==> config.mk <==
export PLATFORM = sky130hd
export DESIGN_NAME = mult_result_bcd
export DESIGN_NICKNAME = d
export VERILOG_FILES = /design/src/rtl/mult_result_bcd.sv
export SDC_FILE = /design/constraint.sdc
export NUM_CORES = 1
export LEC_CHECK = 0
export CAP_MARGIN = 20
export CELL_PAD_IN_SITES_DETAIL_PLACEMENT = 0
export CELL_PAD_IN_SITES_GLOBAL_PLACEMENT = 2
export CORE_AREA = 2 2 88 98
export DETAILED_ROUTE_END_ITERATION = 16
export DIE_AREA = 0 0 90 100
export PLACE_DENSITY = 0.76
export SLEW_MARGIN = 30
export SYNTH_ARGS = -nofsm -noshare
export SYNTH_HDL_FRONTEND = slang
export SYNTH_SLANG_ARGS = --single-unit
==> constraint.sdc <==
create_clock -name clk -period 2.9 [get_ports clk]
set_input_delay 0.29 -clock clk [delete_from_list [all_inputs] [get_ports clk]]
set_output_delay 0.29 -clock clk [all_outputs]
set_load 0.02 [all_outputs]
==> src/rtl/mult_result_bcd.sv <==
// mult_result_bcd
//   Takes the 8-bit product of the 4x4 shift-add multiplier, turns it into
//   three BCD digits with a one-bit-per-clock double-dabble engine, holds the
//   last completed result and scans it onto a multiplexed 7-segment display.
//
// Ports
//   clk         in   1   system clock, all state on rising edge
//   rst_n       in   1   asynchronous active-low reset
//   prod        in   8   unsigned product 0..255
//   prod_valid  in   1   product valid, sampled only while in_ready=1
//   in_ready    out  1   converter idle, next valid product is accepted
//   busy        out  1   conversion in progress (inverse of in_ready)
//   done        out  1   one-cycle pulse, bcd_out has just been updated
//   bcd_out     out  12  {hundreds, tens, ones}, held until the next done
//   seg         out  7   {g,f,e,d,c,b,a} active-high segments of current digit
//   digit_en    out  3   one-hot digit select: [0]=ones [1]=tens [2]=hundreds
//
// Parameters
//   SCAN_DIV    clocks each digit is shown before the scan advances (>=2)
//   BLANK_LZ    1 = blank leading-zero hundreds/tens digits

module mult_result_bcd #(
    parameter int SCAN_DIV = 1024,
    parameter bit BLANK_LZ = 1'b1
) (
    input  logic        clk,
    input  logic        rst_n,
    input  logic [7:0]  prod,
    input  logic        prod_valid,
    output logic        in_ready,
    output logic        busy,
    output logic        done,
    output logic [11:0] bcd_out,
    output logic [6:0]  seg,
    output logic [2:0]  digit_en
);

    localparam int                SCAN_W    = $clog2(SCAN_DIV);
    localparam logic [SCAN_W-1:0] SCAN_LAST = SCAN_W'(SCAN_DIV - 1);

    typedef enum logic {
        IDLE,
        SHIFT
    } state_t;

    state_t            r_state;
    state_t            w_state_nxt;
    // {hundreds, tens, ones, binary}; the binary byte drains into the BCD
    // nibbles one bit per shift.
    logic [19:0]       r_shift;
    logic [19:0]       w_shift_nxt;
    logic [19:0]       w_adj;
    logic [19:0]       w_shl;
    logic [2:0]        r_cnt;
    logic [2:0]        w_cnt_nxt;
    logic [11:0]       r_bcd;
    logic [11:0]       w_bcd_nxt;
    logic              r_done;
    logic              w_done_nxt;

    logic [SCAN_W-1:0] r_scan;
    logic [2:0]        r_digit;
    logic [3:0]        w_nib;
    logic              w_blank;
    logic [6:0]        w_seg_raw;

    // Double-dabble step: any BCD nibble >=5 gets +3 so that the following
    // left shift carries correctly into the next decimal digit.
    always_comb begin
        w_adj = r_shift;
        for (int i = 0; i < 3; i++) begin
            if (r_shift[8+4*i +: 4] >= 4'd5) begin
                w_adj[8+4*i +: 4] = r_shift[8+4*i +: 4] + 4'd3;
            end
        end
        w_shl = w_adj << 1;
    end

    // NOTE: every signal gets its default before the case statement, so no
    // path leaves it unassigned and no latch is inferred.
    always_comb begin
        w_state_nxt = r_state;
        w_shift_nxt = r_shift;
        w_cnt_nxt   = r_cnt;
        w_bcd_nxt   = r_bcd;
        w_done_nxt  = 1'b0;
        case (r_state)
            IDLE: begin
                if (prod_valid) begin
                    w_shift_nxt = {12'h000, prod};
                    w_cnt_nxt   = 3'd0;
                    w_state_nxt = SHIFT;
                end
            end
            SHIFT: begin
                w_shift_nxt = w_shl;
                w_cnt_nxt   = r_cnt + 3'd1;
                // Eighth shift: the BCD digits are complete in the upper bits.
                if (r_cnt == 3'd7) begin
                    w_bcd_nxt   = w_shl[19:8];
                    w_done_nxt  = 1'b1;
                    w_state_nxt = IDLE;
                end
            end
            default: w_state_nxt = IDLE;
        endcase
    end

    // NOTE: state registers use non-blocking assignments so every flop
    // samples the pre-edge values, independent of statement order.
    always_ff @(posedge clk or negedge rst_n) begin
        if (!rst_n) begin
            r_state <= IDLE;
            r_shift <= '0;
            r_cnt   <= '0;
            r_bcd   <= '0;
            r_done  <= 1'b0;
        end else begin
            r_state <= w_state_nxt;
            r_shift <= w_shift_nxt;
            r_cnt   <= w_cnt_nxt;
            r_bcd   <= w_bcd_nxt;
            r_done  <= w_done_nxt;
        end
    end

    assign in_ready = (r_state == IDLE);
    assign busy     = (r_state == SHIFT);
    assign done     = r_done;
    assign bcd_out  = r_bcd;

    // Display scan runs freely, regardless of conversion activity.
    always_ff @(posedge clk or negedge rst_n) begin
        if (!rst_n) begin
            r_scan  <= '0;
            r_digit <= 3'b001;
        end else if (r_scan == SCAN_LAST) begin
            r_scan  <= '0;
            r_digit <= {r_digit[1:0], r_digit[2]};
        end else begin
            r_scan  <= r_scan + SCAN_W'(1);
        end
    end

    assign digit_en = r_digit;

    // Select the digit being shown; tens blanks only when hundreds is also 0.
    always_comb begin
        w_nib   = r_bcd[3:0];
        w_blank = 1'b0;
        case (r_digit)
            3'b010: begin
                w_nib   = r_bcd[7:4];
                w_blank = BLANK_LZ && (r_bcd[11:8] == 4'd0) && (r_bcd[7:4] == 4'd0);
            end
            3'b100: begin
                w_nib   = r_bcd[11:8];
                w_blank = BLANK_LZ && (r_bcd[11:8] == 4'd0);
            end
            default: ;
        endcase
    end

    always_comb begin
        case (w_nib)
            4'd0:    w_seg_raw = 7'h3F;
            4'd1:    w_seg_raw = 7'h06;
            4'd2:    w_seg_raw = 7'h5B;
            4'd3:    w_seg_raw = 7'h4F;
            4'd4:    w_seg_raw = 7'h66;
            4'd5:    w_seg_raw = 7'h6D;
            4'd6:    w_seg_raw = 7'h7D;
            4'd7:    w_seg_raw = 7'h07;
            4'd8:    w_seg_raw = 7'h7F;
            4'd9:    w_seg_raw = 7'h6F;
            default: w_seg_raw = 7'h00;
        endcase
    end

    assign seg = w_blank ? 7'h00 : w_seg_raw;

endmodule

Met3 routing:
Bar = 20 um.
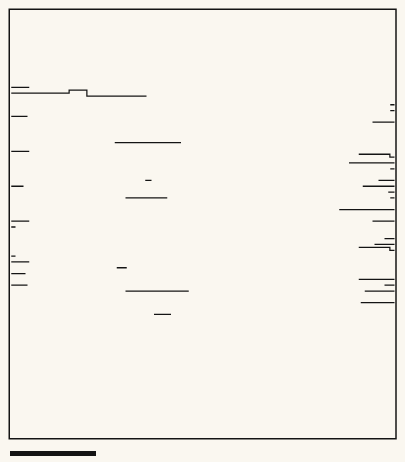
wire length on this layer	204 um
main direction	horizontal
share of all routed wire	3.7%
nets with wire on the layer	32
WL final: 5593 um
global routing met3 resource utilization: 3.003%
via count: 2,034

Metal layers overlaid:
Bar = 20 um.
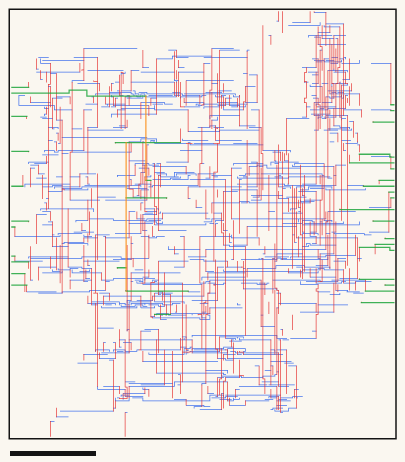
layer	colour	wire length
M4	orange	54.4 um
M3	green	204 um
M2	red	2,550 um
M1	blue	2,780 um
drt wl/cell: 13.35 um
Total GRT Usage: 13.07%

Pin placement:
Bar = 20 um. Pins as bars across the die edge, other pins in grey.
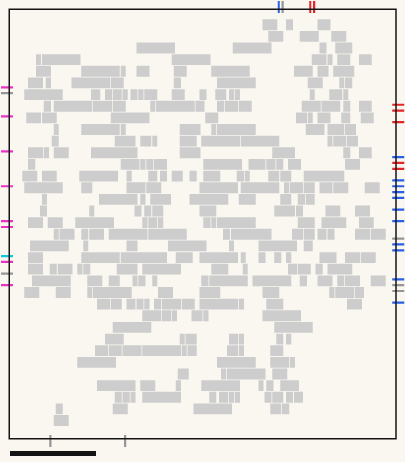
port	colour	pins	direction	edge
prod	magenta	8	input	west
bcd_out	blue	12	output	11 east, 1 north
busy	cyan	1	output	west
seg	red	7	output	5 east, 2 north
all pins by edge	19 east, 11 west, 4 north, 2 south
Vert. Die Dim: 100 um
Die X: 90 um

Cell placement:
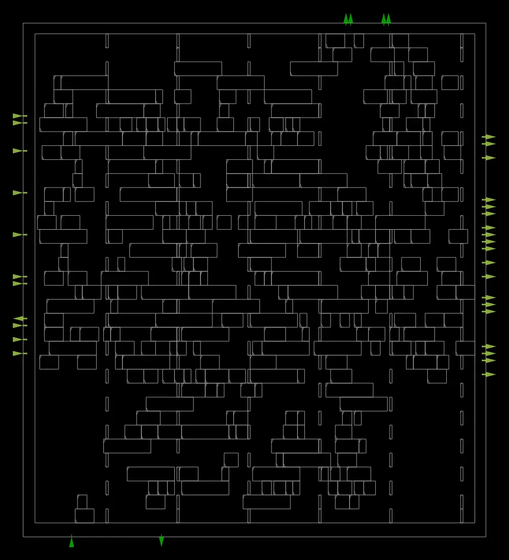
row count: 35
CORE AREA: 8145 sq um
# Taps: 111
final core occ: 41.54%

==> ci_impl_report.md <==
### Flow metrics

| Metric | Value |
|---|---|
| Wire length on met3 | `204 um` |
| Buffers outside the clock class | `47` |
| Post-synth seq share | `45.60%` |
| Beginning of the critical path | `digit_en[0]$_DFFE_PN1N_` |
| Crit-path max FO | `10` |
| Xor/xnor share | `3.189%` |
| MI comb area | `1375 sq um` |
| Pint | `2.130 mW` |
| Highest Signal Layer | `met4` |
| Main logic family | `AND-OR/OR-AND gates` |
| Vias in the first global route | `1,905` |
| Mi-comb count | `188` |
| CP Capture Type | `primary output` |
| Clock network share of area | `4.216%` |
| Syn Inst Count | `264` |
| Comb area share | `40.64%` |
| Ys flop type | `dfrtp_1` |
| Status | `finished clean` |
| Routed wl met2 | `2553 um` |
| Overflow after GRT | `0` |
| Mux share | `9.567%` |
| Crit path launch type | `flip-flop` |
| Critical path endpoint | `seg[3]` |
| Initial antenna violation count | `0` |
| Worst r2r dst | `digit_en[1]$_DFFE_PN0N_` |
| Final Instance Area | `3383 sq um` |
| Clk buf depth | `2` |
| Non-clock buffers, area share | `12.35%` |
| LEAKAGE | `1.492 nW` |
| Critical path class | `flip-flop to primary output` |
| CTS tree | `built` |
| Final instance count without filler cells | `419` |
| Commonest Layout Cell | `dfrtp_1` |
| Net Sw Power | `1.427 mW` |
Power figures rest on the tool's default switching activity, not on a simulated workload.
